$ cat src/rtl/pwm_pkg.sv
// Shared types and constants for the PWM receive path (pwm8adc1).
package pwm_pkg;

    typedef enum logic {
        SEARCH  = 1'b0,
        MEASURE = 1'b1
    } state_t;

    localparam int WIDTH     = 8;
    localparam int FRAME_LEN = 1 << WIDTH;
    localparam int CODE_MAX  = FRAME_LEN - 1;

    // A frame that is high on every clock counts one past the largest code.
    function automatic int saturate(input int val, input int max_val);
        return (val > max_val) ? max_val : val;
    endfunction

endpackage

$ cat src/rtl/pwm_in_sync.sv
// Input conditioning for the PWM line: 2-flop synchronizer, optional 3-sample
// majority filter (MAJORITY_FILTER_EN) and rising-edge detector.
module pwm_in_sync (
    input  logic clk,
    input  logic rst_n,
    input  logic sin,
    output logic s,
    output logic edge_pulse
);

    logic sync1_reg;
    logic sync2_reg;
    logic s_d_reg;

    always_ff @(posedge clk or negedge rst_n) begin
        if (!rst_n) begin
            sync1_reg <= 1'b0;
            sync2_reg <= 1'b0;
        end else begin
            sync1_reg <= sin;
            sync2_reg <= sync1_reg;
        end
    end

`ifdef MAJORITY_FILTER_EN
    logic maj1_reg;
    logic maj2_reg;

    always_ff @(posedge clk or negedge rst_n) begin
        if (!rst_n) begin
            maj1_reg <= 1'b0;
            maj2_reg <= 1'b0;
        end else begin
            maj1_reg <= sync2_reg;
            maj2_reg <= maj1_reg;
        end
    end

    // Both edges are delayed by one clock equally, so pulse widths are preserved.
    assign s = (sync2_reg & maj1_reg) | (sync2_reg & maj2_reg) | (maj1_reg & maj2_reg);
`else
    assign s = sync2_reg;
`endif

    always_ff @(posedge clk or negedge rst_n) begin
        if (!rst_n) begin
            s_d_reg <= 1'b0;
        end else begin
            s_d_reg <= s;
        end
    end

    assign edge_pulse = s & ~s_d_reg;

endmodule

$ cat src/rtl/pwm8adc1.sv
// PWM demodulator: recovers the per-frame high-clock count of a 2^width-clock
// PWM stream. Build with MAJORITY_FILTER_EN to reject single-clock glitches.
module pwm8adc1
    import pwm_pkg::*;
#(
    parameter int width = WIDTH
) (
    input  logic             clk,
    input  logic             rst_n,
    input  logic             sin,
    output logic [width-1:0] data_out,
    output logic             data_valid,
    output logic             locked,
    output logic             lock_lost
);

    localparam int                 CODE_TOP = (1 << width) - 1;
    localparam logic [width-1:0]   PHASE_LAST = {width{1'b1}};

    logic             s;
    logic             edge_pulse;
    state_t           state_reg;
    logic [width-1:0] tmo_reg;
    logic [width-1:0] phase_reg;
    logic [width:0]   acc_reg;
    logic [width:0]   acc_sum;

    pwm_in_sync u_in_sync (
        .clk        (clk),
        .rst_n      (rst_n),
        .sin        (sin),
        .s          (s),
        .edge_pulse (edge_pulse)
    );

    assign acc_sum = acc_reg + (width + 1)'(s);

    always_ff @(posedge clk or negedge rst_n) begin
        if (!rst_n) begin
            state_reg  <= SEARCH;
            tmo_reg    <= '0;
            phase_reg  <= '0;
            acc_reg    <= '0;
            data_out   <= '0;
            data_valid <= 1'b0;
            locked     <= 1'b0;
            lock_lost  <= 1'b0;
        end else begin
            data_valid <= 1'b0;
            lock_lost  <= 1'b0;
            case (state_reg)
                SEARCH: begin
                    locked <= 1'b0;
                    if (edge_pulse) begin
                        // The edge cycle is phase 0 and its sample is already high.
                        state_reg <= MEASURE;
                        locked    <= 1'b1;
                        phase_reg <= width'(1);
                        acc_reg   <= (width + 1)'(1);
                        tmo_reg   <= '0;
                    end else begin
                        tmo_reg <= tmo_reg + 1'b1;
                        if (tmo_reg == PHASE_LAST) begin
                            data_out   <= s ? {width{1'b1}} : '0;
                            data_valid <= 1'b1;
                        end
                    end
                end
                MEASURE: begin
                    locked <= 1'b1;
                    if (edge_pulse && (phase_reg != '0)) begin
                        // Re-align to the new edge and drop the partial frame.
                        lock_lost <= 1'b1;
                        phase_reg <= width'(1);
                        acc_reg   <= (width + 1)'(1);
                    end else begin
                        phase_reg <= phase_reg + 1'b1;
                        if (phase_reg == PHASE_LAST) begin
                            data_out   <= width'(saturate(int'(acc_sum), CODE_TOP));
                            data_valid <= 1'b1;
                            acc_reg    <= '0;
                        end else begin
                            acc_reg <= acc_sum;
                        end
                    end
                end
                default: begin
                    state_reg <= SEARCH;
                    locked    <= 1'b0;
                end
            endcase
        end
    end

endmodule

$ cat config.mk
export PLATFORM = sky130hd
export DESIGN_NAME = pwm8adc1
export DESIGN_NICKNAME = d
export VERILOG_FILES = /design/src/rtl/pwm_pkg.sv /design/src/rtl/pwm_in_sync.sv /design/src/rtl/pwm8adc1.sv
export SDC_FILE = /design/constraint.sdc
export NUM_CORES = 1
export LEC_CHECK = 0
export ABC_AREA = 1
export CAP_MARGIN = 20
export CELL_PAD_IN_SITES_DETAIL_PLACEMENT = 0
export CELL_PAD_IN_SITES_GLOBAL_PLACEMENT = 1
export CORE_MARGIN = 5
export CORE_UTILIZATION = 35
export DETAILED_ROUTE_END_ITERATION = 8
export MAX_ROUTING_LAYER = met4
export PLACE_DENSITY_LB_ADDON = 0.1
export SLEW_MARGIN = 5
export SYNTH_ARGS = -nofsm -noshare
export SYNTH_HDL_FRONTEND = slang
export SYNTH_SLANG_ARGS = --single-unit
$ cat constraint.sdc
create_clock -name clk -period 1.7 [get_ports clk]
set_input_delay 0.51 -clock clk [delete_from_list [all_inputs] [get_ports clk]]
set_output_delay 0.51 -clock clk [all_outputs]
set_load 0.01 [all_outputs]
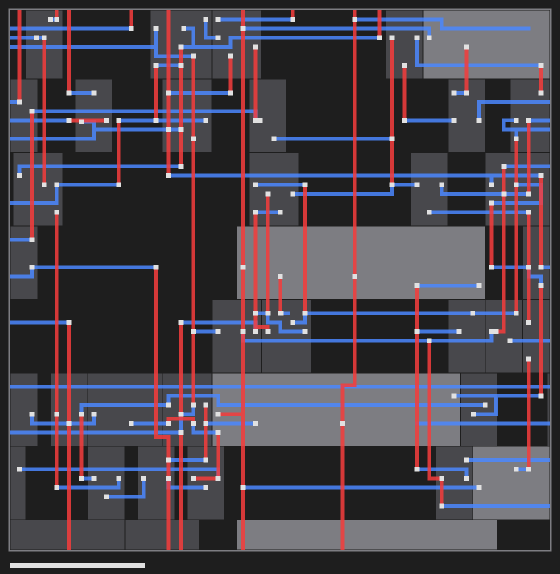
Figure 1: run 1, zoomed window.
Bar = 5 µm. Window x 56 to 76, y 56 to 76 µm. Cells in grey, sequential cells in the stronger grey; small squares are vias.
M1: shown in blue. M2: shown in red.
Sequential cells in the window: 3. Netlist names of flops here include tmo_reg (3). 32 logic cells have their middle in the window. Most frequent: nand2_1 (7), inv_1 (5), nor2_1 (4).

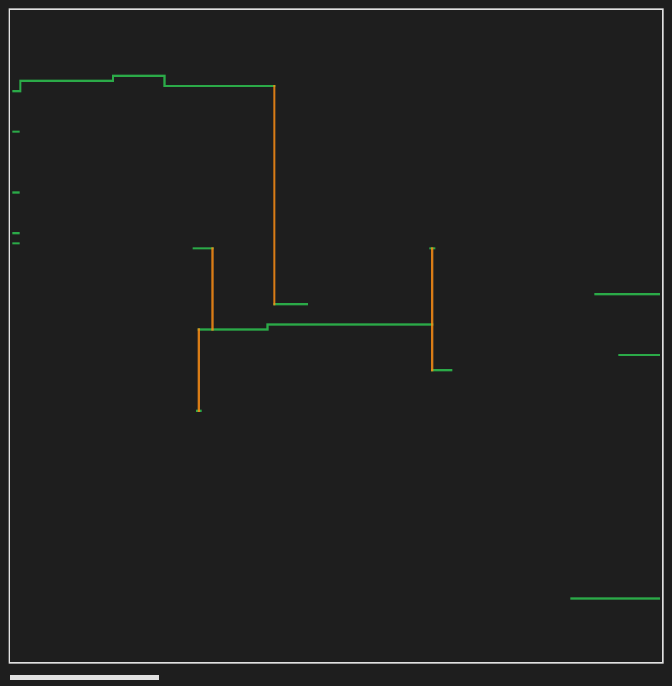
Figure 2: run 1, signal wires by layer.
Bar = 20 µm. Two of the layers only.
M4: shown in orange, wire length 67.3 µm. M3: shown in green, wire length 109 µm.

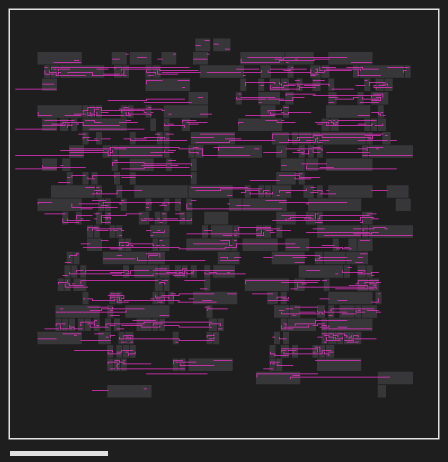
Figure 3: run 1, the metal 1 layer.
Bar = 20 µm. Cells faint in the background.
276 nets have wire on it. The layer holds 49% of the routed length. The longest straight run is 28.1 µm. The wires run mostly horizontal.

==> results_dict.tcl, run 1 <==
# collected from the flow reports
set metrics [dict create \
    status "finished clean" \
    path_class "flip-flop to flip-flop" \
    root_buffer "clkbuf_8" \
    synth-edff-count 0 \
    seq-cell-share_pct 39.1 \
    place_congestion 0.788 \
    logic_area_um2 1000 \
    aoi_share_pct 5.97 \
    most_common_cell "nand2_1" \
    p_clk_mw 0.929 \
    p_per_area_nw_per_um2 1080 \
    nWellTaps 75 \
    dpl.cell_count 355 \
    final_cell_mix "nand2_1 (99), dfrtp_1 (38), inv_1 (29)" \
    top_area_cell "dfrtp_1" \
    fp_util_pct 35.6 \
    reg2reg_depth 12 \
    tns_ns 0 \
    final_nets 297 \
    crit_path_end "data_out[3]$_DFFE_PN0P_" \
    simple_gate_area_share_pct 34.7 \
    comb_share_pct 40.1 \
    fp_nets 274 \
    fin_crit_sh_pct 94.1 \
    met1_length_um 2250 \
    clock_tree.buffer_depth 2 \
    cp_slowest_cell "dfrtp_1" \
    powerComb_mw 0.578 \
    route.final.wire_length_um 4580 \
]
==> run 2, diff against run 1 <==
--- a/config.mk
+++ b/config.mk
@@ -15,5 +15,5 @@
 export MAX_ROUTING_LAYER = met4
 export PLACE_DENSITY_LB_ADDON = 0.1
-export SLEW_MARGIN = 5
+export SLEW_MARGIN = 20
 export SYNTH_ARGS = -nofsm -noshare
 export SYNTH_HDL_FRONTEND = slang
==> constraint.sdc (replaced) <==
create_clock -name clk -period 1.7 [get_ports clk]
set_input_delay 0.51 -clock clk [delete_from_list [all_inputs] [get_ports clk]]
set_output_delay 0.51 -clock clk [all_outputs]
set_load 0.02 [all_outputs]
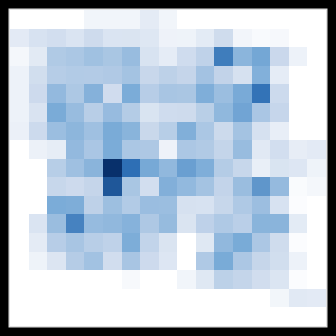
Figure 4: run 2, routed metal per tile.
17 x 17 tiles, from white (low) to dark blue (high), scaled to the fullest tile. Values are wire area over tile area, all layers added.
The emptiest ninth of the die: lower left. The densest ninth of the die: centre. 3.8% of the tiles are over half the peak. The mean over all tiles is 0.089. 28% of the tiles are nearly empty. The fullest tile reaches 0.43.
average wire per standard cell: 12.2 µm
Vias: 1662
overall routing resource usage: 13.4%

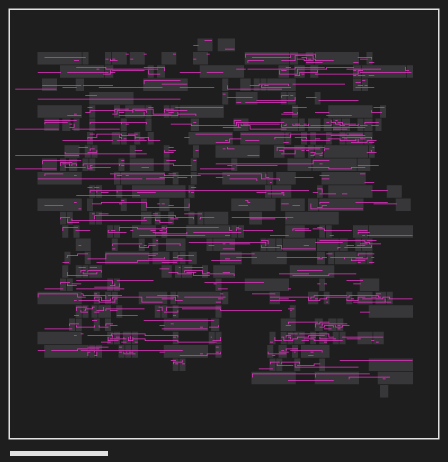
Figure 5: run 2, the metal 1 layer.
Bar = 20 µm. Cells faint in the background.
The wires run mostly horizontal. The layer holds 50% of the routed length. The layer carries 2230 µm of wire. 269 nets have wire on it.
Routed WL: 4450 µm
met1 Resource Use GR: 17.0%

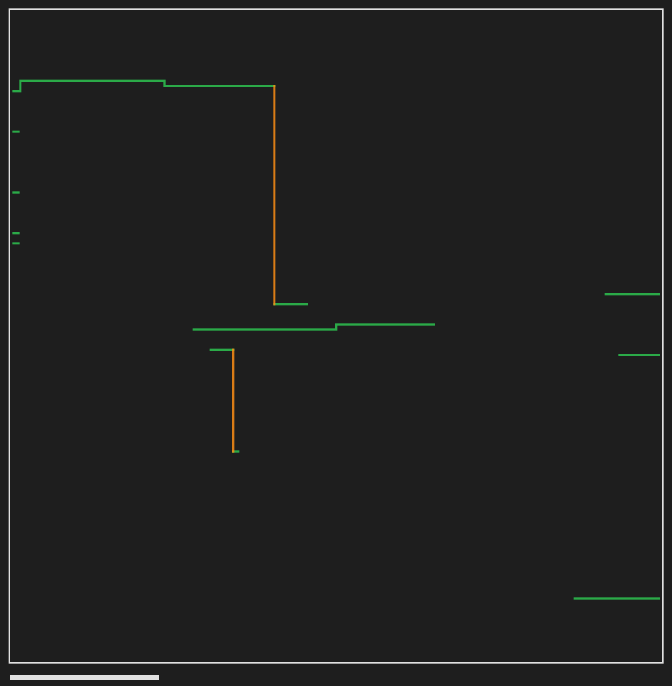
Figure 6: run 2, signal wires by layer.
Bar = 20 µm. Two of the layers only.

==> results_dict.tcl, run 2 <==
# collected from the flow reports
set metrics [dict create \
    final_nets 297 \
    root_buffer "clkbuf_8" \
    nWellTaps 75 \
    tns_ns 0 \
    powerComb_mw 0.586 \
    most_common_cell "nand2_1" \
    top_area_cell "dfrtp_1" \
    path_class "flip-flop to flip-flop" \
    cp_slowest_cell "dfrtp_1" \
    reg2reg_depth 12 \
    p_clk_mw 0.921 \
    met1_length_um 2230 \
    fp_nets 274 \
    crit_path_end "data_out[4]$_DFFE_PN0P_" \
    status "finished clean" \
    comb_share_pct 40.6 \
    simple_gate_area_share_pct 34.7 \
    dpl.cell_count 355 \
    p_per_area_nw_per_um2 1080 \
    synth-edff-count 0 \
    fin_crit_sh_pct 93.6 \
]
==> run 3, diff against run 2 <==
REMOVE_ABC_BUFFERS = 1   (was not set)
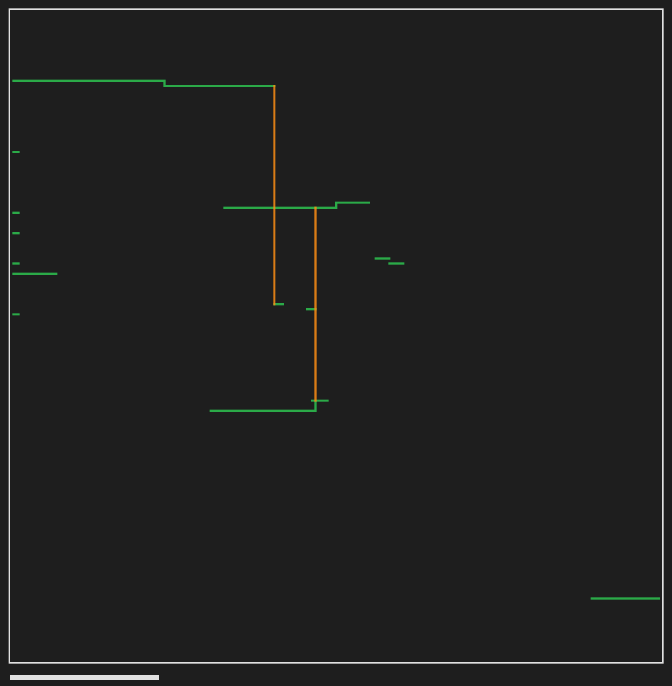
Figure 7: run 3, signal wires by layer.
Bar = 20 µm. Two of the layers only.
M4: shown in orange, wire length 55.1 µm. M3: shown in green, wire length 96.8 µm.
Routed WL: 4610 µm
average wire per standard cell: 12.6 µm
Vias: 1680

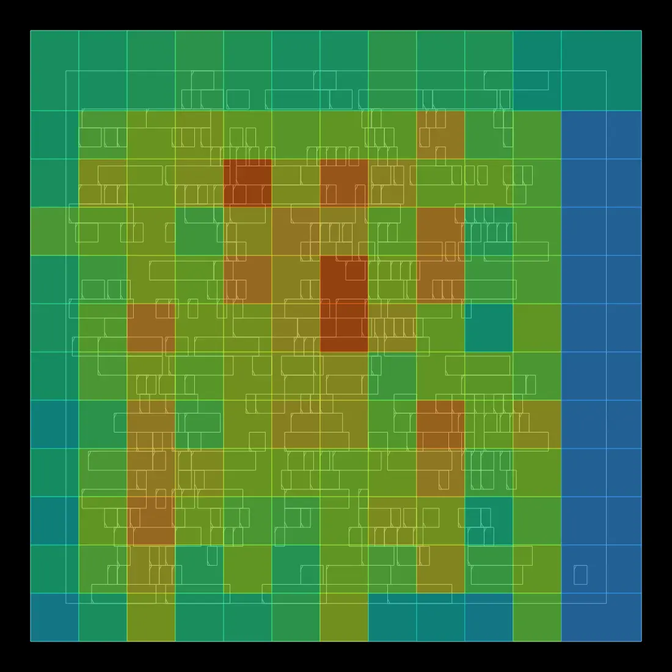
Figure 8: run 3, routing congestion.
overall routing resource usage: 14.2%
met1 Resource Use GR: 19.4%
global route hottest layer: met2

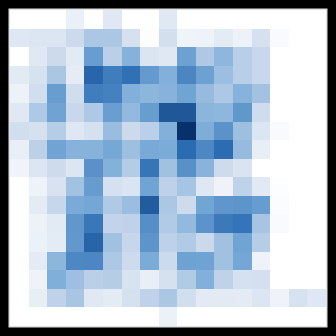
Figure 9: run 3, routed metal per tile.
17 x 17 tiles, from white (low) to dark blue (high), scaled to the fullest tile. Values are wire area over tile area, all layers added.

==> results_dict.tcl, run 3 <==
# collected from the flow reports
set metrics [dict create \
    status "finished clean" \
    nWellTaps 75 \
    fp_util_pct 35.6 \
    p_clk_mw 0.614 \
    warnings 27 \
    fin_crit_sh_pct 91.2 \
    power.total_mw 2.43 \
    combPwrFrac_pct 25.0 \
    cts_buffers 5 \
    met1_length_um 2360 \
    grt-ovfl-total 0 \
    cp_slowest_cell "dfrtp_1" \
    root_buffer "clkbuf_8" \
    final_area_um2 2500 \
    nClkBuffers 7 \
    ys.flop_type "dfrtp_1" \
    r2r_start "phase_reg[0]$_DFFE_PN0P_" \
    wl_met3_um 96 \
    powerComb_mw 0.608 \
    aoi_share_pct 5.97 \
    simple_gate_area_share_pct 34.7 \
    tns_ns 0 \
    dpl.cell_count 356 \
    top_area_cell "dfrtp_1" \
    ys_warn_count 0 \
    most_common_cell "nand2_1" \
    seq-cell-share_pct 39.1 \
    path_class "flip-flop to flip-flop" \
    path_cells "inv_1, ha_1, nand3_1, o21bai_4, nand2_4, nor2_8, nand2_1, nand2_1" \
    reg2reg_depth 8 \
    crit_path_end "acc_reg[3]$_DFFE_PN0P_" \
    final_nets 299 \
    place_congestion 0.802 \
    irDropWorstVdd_mv 0.462 \
    final_common_cell "nand2_1" \
    drv_slew 0 \
    largest_reg_flops 9 \
    power_leakage_nw 1.37 \
    final_cell_mix "nand2_1 (98), dfrtp_1 (39), inv_1 (29)" \
    logic_area_um2 1050 \
    p_per_area_nw_per_um2 974 \
    synth-edff-count 0 \
    post-cts-setup-buffers 0 \
    htreeDepth 2 \
    comb_share_pct 41.9 \
    clock_tree.buffer_depth 2 \
]
